[src/rtl/timer_pkg.sv]
// Shared FSM type, digit limits and time-word sizing for the lap timer.
package timer_pkg;

  typedef enum logic [1:0] {
    IDLE    = 2'd0,
    RUN     = 2'd1,
    PAUSE   = 2'd2,
    EXPIRED = 2'd3
  } state_e;

  localparam logic [3:0] DIGIT_MAX = 4'd9;
  localparam logic [3:0] TENS_MAX  = 4'd5;

  function automatic int time_width(input int min_digits);
    return 4 * (min_digits + 3);
  endfunction

endpackage

[src/rtl/bcd_digit_ud.sv]
// One up/down BCD digit; carry flags a wrap so the next digit can ripple.
module bcd_digit_ud
  import timer_pkg::*;
#(
  parameter logic [3:0] MAX = DIGIT_MAX
) (
  input  logic       clk,
  input  logic       rst,
  input  logic       en,
  input  logic       dir,
  input  logic       clr,
  input  logic       load,
  input  logic [3:0] load_val,
  output logic [3:0] q,
  output logic       carry
);

  logic [3:0] q_q;
  logic [3:0] q_d;

  // next digit value: clear beats load beats count; loads clamp to MAX
  always_comb begin
    q_d = q_q;
    if (clr) begin
      q_d = 4'd0;
    end else if (load) begin
      q_d = (load_val > MAX) ? MAX : load_val;
    end else if (en) begin
      if (dir) begin
        q_d = (q_q == 4'd0) ? MAX : (q_q - 4'd1);
      end else begin
        q_d = (q_q == MAX) ? 4'd0 : (q_q + 4'd1);
      end
    end else begin
      q_d = q_q;
    end
  end

  // digit register
  always_ff @(posedge clk) begin
    if (rst) begin
      q_q <= 4'd0;
    end else begin
      q_q <= q_d;
    end
  end

  assign q     = q_q;
  assign carry = en & (dir ? (q_q == 4'd0) : (q_q == MAX));

endmodule

[src/rtl/lap_timer.sv]
// Up/down BCD lap timer: prescaler, control FSM, saturating digit chain
// and lap capture with display hold.
module lap_timer
  import timer_pkg::*;
#(
  parameter int   CLK_HZ     = 100_000_000,
  parameter int   TICK_HZ    = 10,
  parameter int   MIN_DIGITS = 2,
  localparam int  TW         = time_width(MIN_DIGITS)
) (
  input  logic          clk,
  input  logic          rst,
  input  logic          start,
  input  logic          stop,
  input  logic          clear,
  input  logic          lap,
  input  logic          count_down,
  input  logic          preset_load,
  input  logic [TW-1:0] preset_val,
  output logic [TW-1:0] disp_val,
  output logic [TW-1:0] live_val,
  output logic          running,
  output logic          dir,
  output logic          lap_hold,
  output logic          expired
);

  localparam int DIV = CLK_HZ / TICK_HZ;
  localparam int PW  = (DIV > 1) ? $clog2(DIV) : 1;
  localparam int ND  = MIN_DIGITS + 3;
  localparam logic [TW-1:0] MAX_VAL = {{MIN_DIGITS{DIGIT_MAX}}, TENS_MAX, DIGIT_MAX, DIGIT_MAX};
  localparam logic [TW-1:0] PRE_MAX = {{MIN_DIGITS{DIGIT_MAX}}, TENS_MAX, DIGIT_MAX, 4'd8};
  localparam logic [TW-1:0] ONE_VAL = TW'(1);

  state_e        state_q, state_d;
  logic [PW-1:0] pre_q, pre_d;
  logic          dir_q, dir_d;
  logic          hold_q, hold_d;
  logic [TW-1:0] lap_q, lap_d;
  logic [TW-1:0] live_s;
  logic          clr_c, load_c, stop_c, start_c, lap_c;
  logic          tick_s, at_term_s, next_term_s, adv_s, load_en_s;
  logic [ND-1:0] en_s;
  logic [ND-1:0] carry_s;
  logic          unused_carry_s;

  // only the highest-priority command of a cycle is seen
  assign clr_c   = clear;
  assign load_c  = preset_load & ~clear;
  assign stop_c  = stop & ~clear & ~preset_load;
  assign start_c = start & ~clear & ~preset_load & ~stop;
  assign lap_c   = lap & ~clear & ~preset_load & ~stop & ~start;

  assign tick_s      = (state_q == RUN) && (pre_q == PW'(DIV - 1));
  assign at_term_s   = dir_q ? (live_s == '0) : (live_s == MAX_VAL);
  assign next_term_s = dir_q ? (live_s == ONE_VAL) : (live_s == PRE_MAX);
  assign adv_s       = tick_s & ~clr_c & ~stop_c & ~at_term_s;
  assign load_en_s   = load_c & ((state_q == IDLE) || (state_q == PAUSE));

  assign en_s[0] = adv_s;

  for (genvar i = 0; i < ND; i++) begin : g_digit
    localparam logic [3:0] DMAX = (i == 2) ? TENS_MAX : DIGIT_MAX;
    bcd_digit_ud #(.MAX(DMAX)) u_digit (
      .clk      (clk),
      .rst      (rst),
      .en       (en_s[i]),
      .dir      (dir_q),
      .clr      (clr_c),
      .load     (load_en_s),
      .load_val (preset_val[4*i +: 4]),
      .q        (live_s[4*i +: 4]),
      .carry    (carry_s[i])
    );
    if (i < ND - 1) begin : g_ripple
      assign en_s[i+1] = carry_s[i];
    end
  end

  // the top digit never wraps because terminal values stop the count
  assign unused_carry_s = carry_s[ND-1];

  // next-state logic
  always_comb begin
    state_d = state_q;
    if (clr_c) begin
      state_d = IDLE;
    end else begin
      case (state_q)
        IDLE: begin
          if (start_c) begin
            state_d = (count_down && (live_s == '0)) ? EXPIRED : RUN;
          end else begin
            state_d = IDLE;
          end
        end
        RUN: begin
          if (stop_c) begin
            state_d = PAUSE;
          end else if (at_term_s || (tick_s && next_term_s)) begin
            state_d = EXPIRED;
          end else begin
            state_d = RUN;
          end
        end
        PAUSE: begin
          if (start_c) begin
            state_d = RUN;
          end else begin
            state_d = PAUSE;
          end
        end
        EXPIRED: state_d = EXPIRED;
        default: state_d = IDLE;
      endcase
    end
  end

  // prescaler counts every RUN cycle so a pause keeps the partial tick
  always_comb begin
    pre_d  = pre_q;
    dir_d  = dir_q;
    hold_d = hold_q;
    lap_d  = lap_q;
    if (clr_c) begin
      pre_d  = '0;
      dir_d  = 1'b0;
      hold_d = 1'b0;
      lap_d  = '0;
    end else begin
      if ((state_q == IDLE) && start_c) begin
        pre_d = '0;
        dir_d = count_down;
      end else if (state_q == RUN) begin
        pre_d = tick_s ? '0 : (pre_q + PW'(1));
      end else begin
        pre_d = pre_q;
      end
      if (lap_c && ((state_q == RUN) || (state_q == PAUSE))) begin
        if (hold_q) begin
          hold_d = 1'b0;
        end else begin
          hold_d = 1'b1;
          lap_d  = live_s;
        end
      end else begin
        hold_d = hold_q;
      end
    end
  end

  // state and control registers
  always_ff @(posedge clk) begin
    if (rst) begin
      state_q <= IDLE;
      pre_q   <= '0;
      dir_q   <= 1'b0;
      hold_q  <= 1'b0;
      lap_q   <= '0;
    end else begin
      state_q <= state_d;
      pre_q   <= pre_d;
      dir_q   <= dir_d;
      hold_q  <= hold_d;
      lap_q   <= lap_d;
    end
  end

  // outputs decoded purely from registers
  always_comb begin
    running  = (state_q == RUN);
    expired  = (state_q == EXPIRED);
    dir      = dir_q;
    lap_hold = hold_q;
    live_val = live_s;
    disp_val = hold_q ? lap_q : live_s;
  end

endmodule

[config.mk]
export PLATFORM = sky130hd
export DESIGN_NAME = lap_timer
export DESIGN_NICKNAME = d
export VERILOG_FILES = /design/src/rtl/timer_pkg.sv /design/src/rtl/bcd_digit_ud.sv /design/src/rtl/lap_timer.sv
export SDC_FILE = /design/constraint.sdc
export NUM_CORES = 1
export LEC_CHECK = 0
export ABC_AREA = 1
export CELL_PAD_IN_SITES_DETAIL_PLACEMENT = 0
export CELL_PAD_IN_SITES_GLOBAL_PLACEMENT = 1
export CORE_UTILIZATION = 39
export CTS_BUF_LIST = sky130_fd_sc_hd__clkbuf_4 sky130_fd_sc_hd__clkbuf_8
export DETAILED_ROUTE_END_ITERATION = 7
export HOLD_SLACK_MARGIN = 0.06
export PLACE_DENSITY_LB_ADDON = 0.05
export RECOVER_POWER = 25
export SLEW_MARGIN = 20
export SYNTH_ARGS = -nofsm -noshare
export SYNTH_HDL_FRONTEND = slang
export SYNTH_HIERARCHICAL = 1
export SYNTH_SLANG_ARGS = --single-unit
[constraint.sdc]
create_clock -name clk -period 4.2 [get_ports clk]
set_input_delay 0.84 -clock clk [delete_from_list [all_inputs] [get_ports clk]]
set_output_delay 0.84 -clock clk [all_outputs]
set_load 0.01 [all_outputs]
### Cell classes on the final placement, run 1

Scale bar: 20 um.
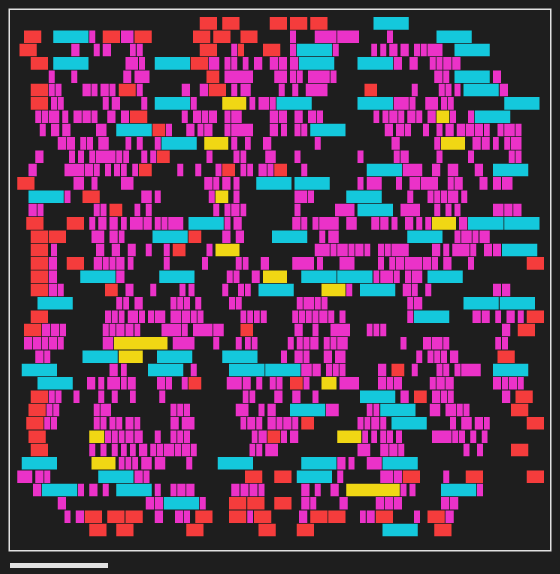
- other buffers and delay cells: red (cells 90)
- all other logic: magenta (cells 650)
- flip-flops: cyan (cells 68)
- clock drivers and dummy loads: yellow (cells 16)

### PDN straps and rails, run 1

Pins as bars on the die edge. Tap cells in gray.
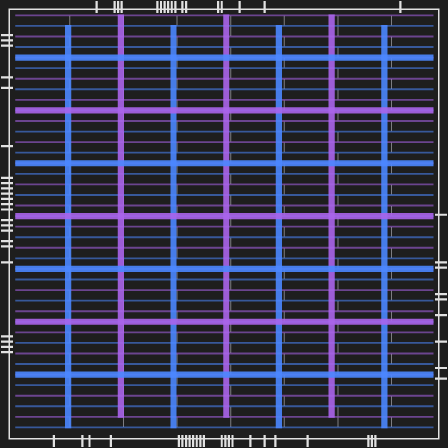
- VSS: blue
- VDD: purple
- met4 straps: 7
- met1 rails: 40
- rows: 39
- signal pins: 72
- tap cells: 143
die height: 110 um
Max VDD drop: 0.198 mV
Placeable Area: 11400 um^2
Die X: 110 um

### Routed clock nets over the placement, run 1

Scale bar: 20 um.
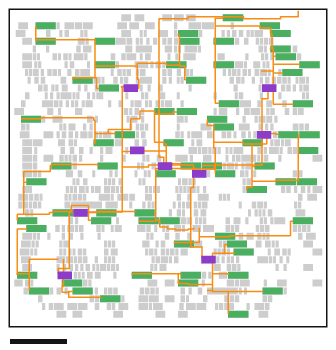
- clock wires: orange (length 1140 um)
- flip-flops: green (count 68)
- cells driving clock nets: purple (count 9)
- routed clock nets: 10

### Gate-type map, run 1

Scale bar: 20 um.
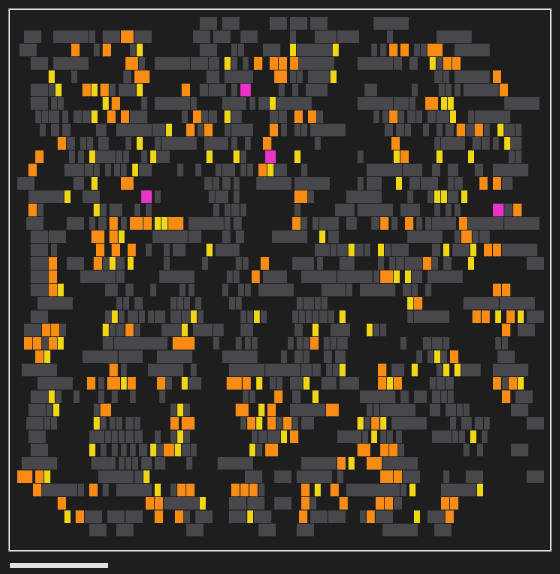
- inverters: yellow (cells 105; where all over the die)
- inverting AOI/OAI gates: orange (cells 147; where all over the die)
- AND and OR gates: magenta (cells 4)

==> changes_impl.md, run 1 <==
### Changed

- Status: finished, final reports clean
- Post-route setup TNS: 0 ps
- WL/cell: 13.3 um
- Final ANT Viol Nets: 0
- Post-CTS Setup Bufs: 0
- Tcrit/Tclk final: around 90%
- Inverter count: 105
- Gate power share: between 10 and 15%
- Reg-to-reg slack, setup: about 550 ps
- Filler Cell Count: about 1200
- Cells after synthesis: roughly 730
- CP endpoint: g_digit[4].u_digit/q[1]
- Final worst setup slack: 409 ps
- CP Data Arrival Time: 4050 ps
- Post-CTS Resized: 0
- Sink Count: around 68
- Grt met3 use: around 3.6%
- Most used cell, CP: inv_1
- Max Cap Viol: 0
- CTS H-tree lvls: 3
- Reg2reg path depth: 21
- WL met2: between 6000 and 7000 um
- Largest net degree at the start of global routing: 39
- Top pwr grp: sequential cells
- CTS buffer count: 9
- Clk slew on worst S/H paths: approximately 80 ps
- Startpoint Class: input pin
- First-pass GRT wire length: between 20000 and 25000 um
- Net Sw Frac: 25.9%
- RSZ-0062 raised after global routing: false
- Slew @ Worst Pin: approximately 1100 ps
- Fin crit period: between 3000 and 4000 ps
- Comb power: between 150 and 200 uW
- Leading cell kind: logic gates
- Number of global-route vias before repair: 4605
- Net switching power: between 300 and 400 uW
- Max-slew violations: 0
- Crit end category: flop
- Log Warnings: 29
- Met2 Usage GRT: between 30 and 40%
- Internal power: ~1100 uW
- Sequential power: about 660 uW
- GRT busiest layer: met2
## run 1: layout by cell type, fill, tap and decap left out, drive strengths merged, types with 16 or more instances in the layout
| cell type | n |
|---|---|
| nand2 | 211 |
| buf | 18 |
| nand3 | 54 |
| a21oi | 59 |
| nor2 | 88 |
| inv | 105 |
| clkdlybuf4s50 | 65 |
| nor3 | 16 |
| dfxtp | 68 |
| o21ai | 67 |
## run 1: state kept, by name (all words and copies together) (netlist names)
| register | cells |
|---|---|
| dir | 1 |
| pre_q | 24 |
| state_q | 2 |
| lap_hold | 1 |
| lap_q | 20 |
| g_digit.u_digit/q | 20 |
## run 1: through the flow
step	power, uW	cell area (um^2)	hold slack [ps]
final	1460	5690	452
after global routing	1520	5690	475
after CTS	1480	5700	453
after detailed placement	830	5470	442
after global placement	829	5470	432
after floorplan	759	4560	424
--- run 2 (diff from run 1) ---
--- a/config.mk
+++ b/config.mk
@@ -6,6 +6,7 @@
 export NUM_CORES = 1
 export LEC_CHECK = 0
 export ABC_AREA = 1
+export CAP_MARGIN = 20
 export CELL_PAD_IN_SITES_DETAIL_PLACEMENT = 0
 export CELL_PAD_IN_SITES_GLOBAL_PLACEMENT = 1
 export CORE_UTILIZATION = 39
### Routed clock nets over the placement, run 2

Scale bar: 20 um.
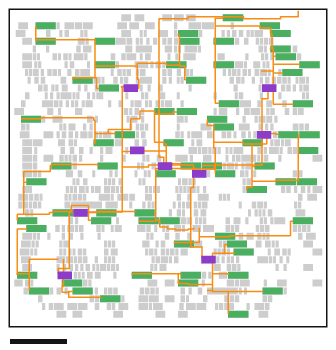
- cells driving clock nets: purple (count 9)
- flip-flops: green (count 68)
- clock wires: orange (length 1140 um)
- flops lie: all over the die

==> run 2 against run 1 <==
  * Clock skew is the same
  * Sequential share of layout area is the same
  * Routed wire length is the same
  * Largest power group unchanged
  * Combinational power is essentially flat
  * Count of clock-buffer cells in the layout is the same
  * Design area is the same
==> changes_impl.md, run 2 <==
### Changed

- Status: finished, final reports clean (unchanged)
- Reg2reg path depth: 21 (unchanged)
- Largest net degree at the start of global routing: 39 (unchanged)
- Net switching power: 377 uW (unchanged)
- Reg-to-reg slack, setup: 550 ps (about the same)
- FP Rows: 39 (unchanged)
- Comb power: 158 uW (about the same)
- Hold Crit Depth: 2 (unchanged)
- Max reg flops: 24 (unchanged)
- Gate power share: 10.9% (about the same)
- Worst R2R End: g_digit[4].u_digit/q[1] (unchanged)
- Die height: 110 um (unchanged)
- Seq pwr share: 45.0% (about the same)
- Post-Place Cell Area: 5470 um^2 (unchanged)
- Sink Count: 68 (unchanged)
- Clock network power: 642 uW (about the same)
- Grt met3 use: 3.59% (unchanged)
- First-pass GRT wire length: 21200 um (unchanged)
- Net Sw Frac: 25.9% (unchanged)
- CTS buffer count: 9 (unchanged)
- RSZ-0062 raised after global routing: false (unchanged)
- Most used cell, CP: inv_1 (unchanged)
- Cells after synthesis: 734 (unchanged)
- Relative slew slack: 28.1% (unchanged)
- Filler Cell Count: 1212 (unchanged)
- Post-CTS Resized: 0 (unchanged)
- Number of global-route vias before repair: 4605 (unchanged)
- Clk slew on worst S/H paths: 80 ps (about the same)
- Fraction of layout instances using a drive strength above 1: 10.9% (unchanged)
- Startpoint Class: input pin (unchanged)
- Inverter count: 105 (unchanged)
- Hpwl dp: 9550 um (unchanged)
- Fmax: 0.264 GHz (unchanged)
- Slew @ Worst Pin: 1070 ps (unchanged)
- Die X: 110 um (unchanged)
- GRT busiest layer: met2 (unchanged)
- Final Cell Area: 5690 um^2 (unchanged)
- Crit path max-delay cell type: clkdlybuf4s50_1 (unchanged)
- Crit end category: flop (unchanged)
- CTS H-tree lvls: 3 (unchanged)
- Hold_buf cts: 0 (unchanged)
- Met2 Usage GRT: 38.7% (unchanged)
- Max VDD drop: 0.198 mV (unchanged)
- CP Data Arrival Time: 4050 ps (about the same)
- Post-route DRC: 0 (unchanged)
- Total power: 1460 uW (unchanged)
- Top pwr grp: sequential cells (unchanged)
- Internal power: 1080 uW (unchanged)
- Worst Hold Margin: 452 ps (unchanged)
- Dpl ws: -122 ps (unchanged)
- Log Warnings: 29 (unchanged)
- Final ANT Viol Nets: 0 (unchanged)
- Post-route setup TNS: 0 ps (unchanged)
- Tcrit/Tclk final: 90.3% (unchanged)
- Placeable Area: 11400 um^2 (unchanged)
- Sequential power: 656 uW (about the same)
- Most instantiated logic cells after routing: nand2_1 (202), inv_1 (94), dfxtp_1 (68) (unchanged)
- Max Cap Viol: 0 (unchanged)
- Max-slew violations: 0 (unchanged)
- Fin crit period: 3790 ps (unchanged)
- WL met2: 6130 um (unchanged)
- Largest Register: pre_q (unchanged)
### Gate-type map, run 2

Scale bar: 20 um.
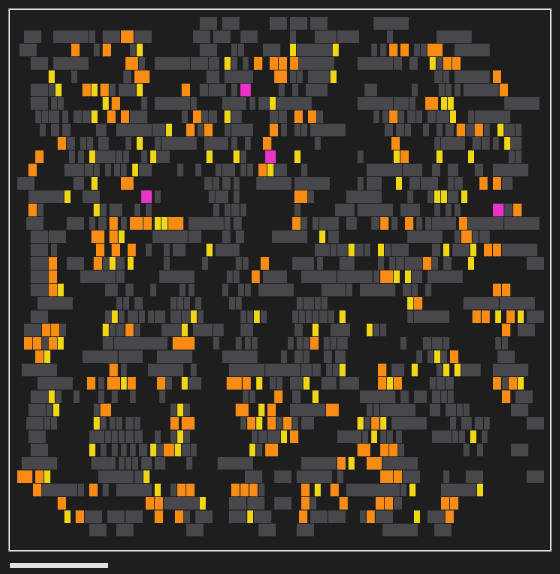
- inverting AOI/OAI gates: orange (cells 147; where all over the die)
- AND and OR gates: magenta (cells 4)
- inverters: yellow (cells 105; where all over the die)
most frequent logic cell in the layout: nand2_1
Non-Filler Instances: 967
combinational share of cell area: 47.0%

==> run 2: cell counts in the layout (fill, tap and decap cells not counted) <==
Identical to the previous run, type by type.
==> run 2: how the worst max path moves through the flow <==
| stage | slack, ps | cells past startpoint | end | startpoint |
|---|---|---|---|---|
| 2_1_floorplan | 580 | 17 | g_digit[4].u_digit/q[3] | dir |
| 4_1_cts | 260 | 19 | g_digit[4].u_digit/q[1] | clear |
| 3_5_place_dp | -120 | 19 | g_digit[4].u_digit/q[1] | clear |
| 3_3_place_gp | 60 | 19 | g_digit[4].u_digit/q[1] | clear |
| 6_report | 410 | 19 | g_digit[4].u_digit/q[1] | clear |
| 5_1_grt | 7 | 19 | g_digit[4].u_digit/q[1] | clear |
### Cell classes on the final placement, run 2

Scale bar: 20 um.
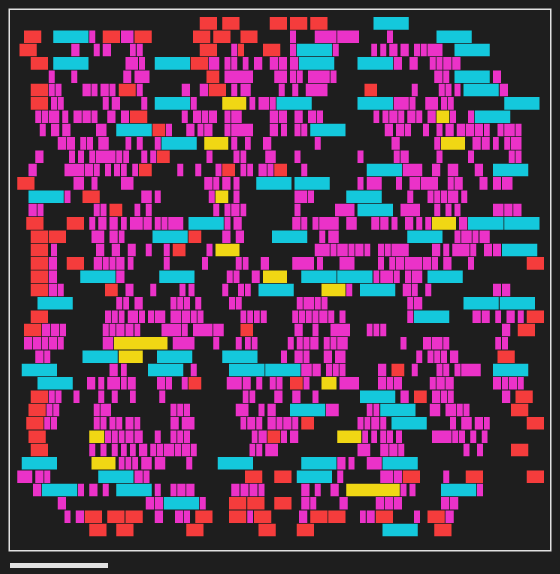

--- run 3 (diff from run 2) ---
--- a/config.mk
+++ b/config.mk
@@ -9,13 +9,13 @@
 export CAP_MARGIN = 20
 export CELL_PAD_IN_SITES_DETAIL_PLACEMENT = 0
 export CELL_PAD_IN_SITES_GLOBAL_PLACEMENT = 1
-export CORE_UTILIZATION = 39
-export CTS_BUF_LIST = sky130_fd_sc_hd__clkbuf_4 sky130_fd_sc_hd__clkbuf_8
+export CORE_UTILIZATION = 38
+export CTS_BUF_LIST = sky130_fd_sc_hd__clkbuf_16
 export DETAILED_ROUTE_END_ITERATION = 7
 export HOLD_SLACK_MARGIN = 0.06
 export PLACE_DENSITY_LB_ADDON = 0.05
 export RECOVER_POWER = 25
-export SLEW_MARGIN = 20
+export SKIP_LAST_GASP = 1
 export SYNTH_ARGS = -nofsm -noshare
 export SYNTH_HDL_FRONTEND = slang
 export SYNTH_HIERARCHICAL = 1
### Cell classes on the final placement, run 3

Scale bar: 20 um.
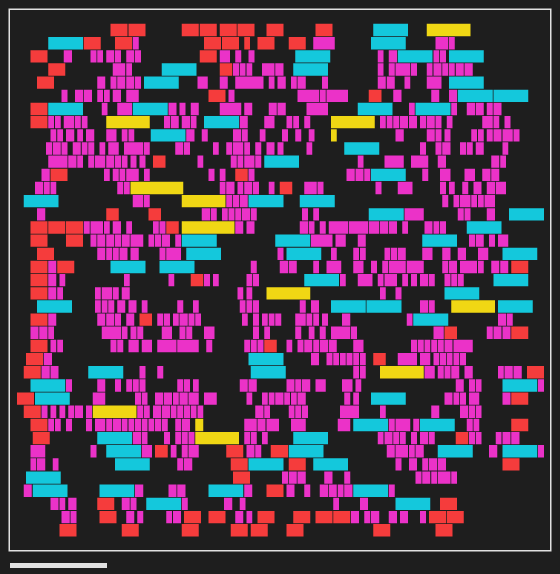
- other buffers and delay cells: red (cells 87)
- flip-flops: cyan (cells 68)
- all other logic: magenta (cells 650)
- clock drivers and dummy loads: yellow (cells 13)
Final Cell Area: 5730 um^2
FP Rows: 39
Core Util, Final: 49.6%
Placeable Area: 11600 um^2

### Gate-type map, run 3

Scale bar: 20 um.
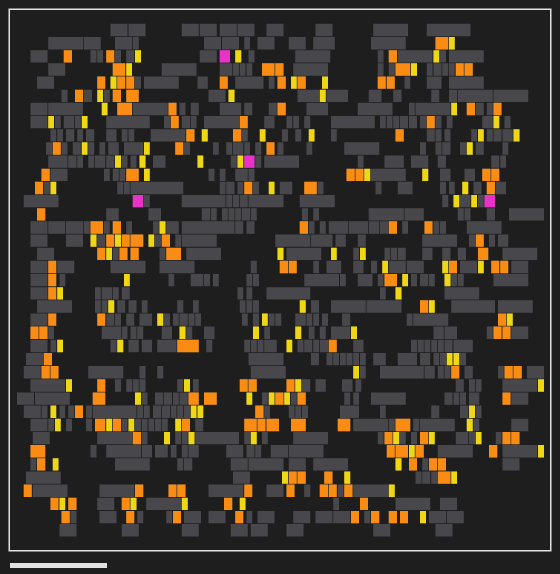
- inverting AOI/OAI gates: orange (cells 147; where all over the die)
- inverters: yellow (cells 105; where all over the die)
- AND and OR gates: magenta (cells 4)
combinational share of cell area: 46.7%
Non-Filler Instances: 961

==> run 3 against run 2 <==
  * The run now ends with DRC left
  * Count of clock-buffer cells in the layout is 2 lower
  * Via count is 2.2% lower
  * Highest routed layer unchanged
  * Synthesized area stayed put
  * Sequential share of layout area is 0.17 points lower
  * Global-route usage is 1.1 points lower
  * Largest power group is now clock
  * Critical path depth is 2 lower
==> changes_impl.md, run 3 <==
### Changed

- Status: finished, violations left (was finished, final reports clean)
- Failing checks: DRC
- Max VDD drop: 0.153 mV (was 0.198 mV)
- Post-CTS Setup Bufs: 0 (unchanged)
- Met2 Usage GRT: 36.8% (was 38.7%)
- Most instantiated logic cells after routing: nand2_1 (202), inv_1 (95), dfxtp_1 (68) (was nand2_1 (202), inv_1 (94), dfxtp_1 (68))
- CTS H-tree lvls: 3 (unchanged)
- Clk slew on worst S/H paths: 60 ps (was 80 ps)
- RSZ-0062 raised after global routing: false (unchanged)
- Worst R2R End: g_digit[4].u_digit/q[3] (was g_digit[4].u_digit/q[1])
- Filler Cell Count: 1204 (was 1212)
- Largest net degree at the start of global routing: 39 (unchanged)
- Fraction of layout instances using a drive strength above 1: 10.1% (was 10.9%)
- Hpwl dp: 9460 um (was 9550 um)
- Post-route setup TNS: 0 ps (unchanged)
- Post-route DRC: 1 (was 0)
- Reg2reg path depth: 19 (was 21)
- Fmax: 0.262 GHz (was 0.264 GHz)
- Leading cell kind: logic gates (unchanged)
- Die height: 112 um (was 110 um)
- CTS buffer count: 9 (unchanged)
- Max Cap Viol: 0 (unchanged)
- Most frequent logic cell in the layout: nand2_1 (unchanged)
- CP endpoint: g_digit[4].u_digit/q[3] (was g_digit[4].u_digit/q[1])
- Largest Register: pre_q (unchanged)
- Max-slew violations: 0 (unchanged)
- Dpl ws: -110 ps (was -122 ps)
- GRT busiest layer: met2 (unchanged)
- Crit path max-delay cell type: clkdlybuf4s50_1 (unchanged)
- WL met2: 6050 um (was 6130 um)
- WL/cell: 13.2 um (was 13.3 um)
- Cells after synthesis: 734 (unchanged)
- Total power: 1600 uW (was 1460 uW)
- CP Data Arrival Time: 4050 ps (about the same)
- Number of global-route vias before repair: 4563 (was 4605)
- Sink Count: 68 (unchanged)
- Log Warnings: 29 (unchanged)
- First-pass GRT wire length: 21400 um (was 21200 um)
- Worst Hold Margin: 445 ps (was 452 ps)
- Slew @ Worst Pin: 983 ps (was 1070 ps)
- Grt met3 use: 4.84% (was 3.59%)
==> run 3: cell count changes in the layout (fill, tap and decap cells not counted), moves of 2 or more <==
cell,before,now
clkbuf_16,0,9
buf_4,18,15
clkbuf_8,10,0
clkinv_4,2,0
==> run 3: power by group <==
part	switching [uW]	leakage, uW	internal [uW]
Sequential	8.58	0.000548	650
Clock	282	0.000148	506
Combinational	85.0	0.00155	69.7
Total	375	0.00224	1230
==> run 3: worst min path at each step <==
stage | endpoint | startpoint | cells after the start
final | lap_q[9] | lap_q[9] | 2
after global placement | lap_q[9] | lap_q[9] | 2
after CTS | lap_q[7] | lap_q[7] | 2
after global routing | lap_q[7] | lap_q[7] | 2
after detailed placement | lap_q[7] | lap_q[7] | 2
after floorplan | lap_q[4] | lap_q[4] | 2
Power and IR drop assume default switching activity.
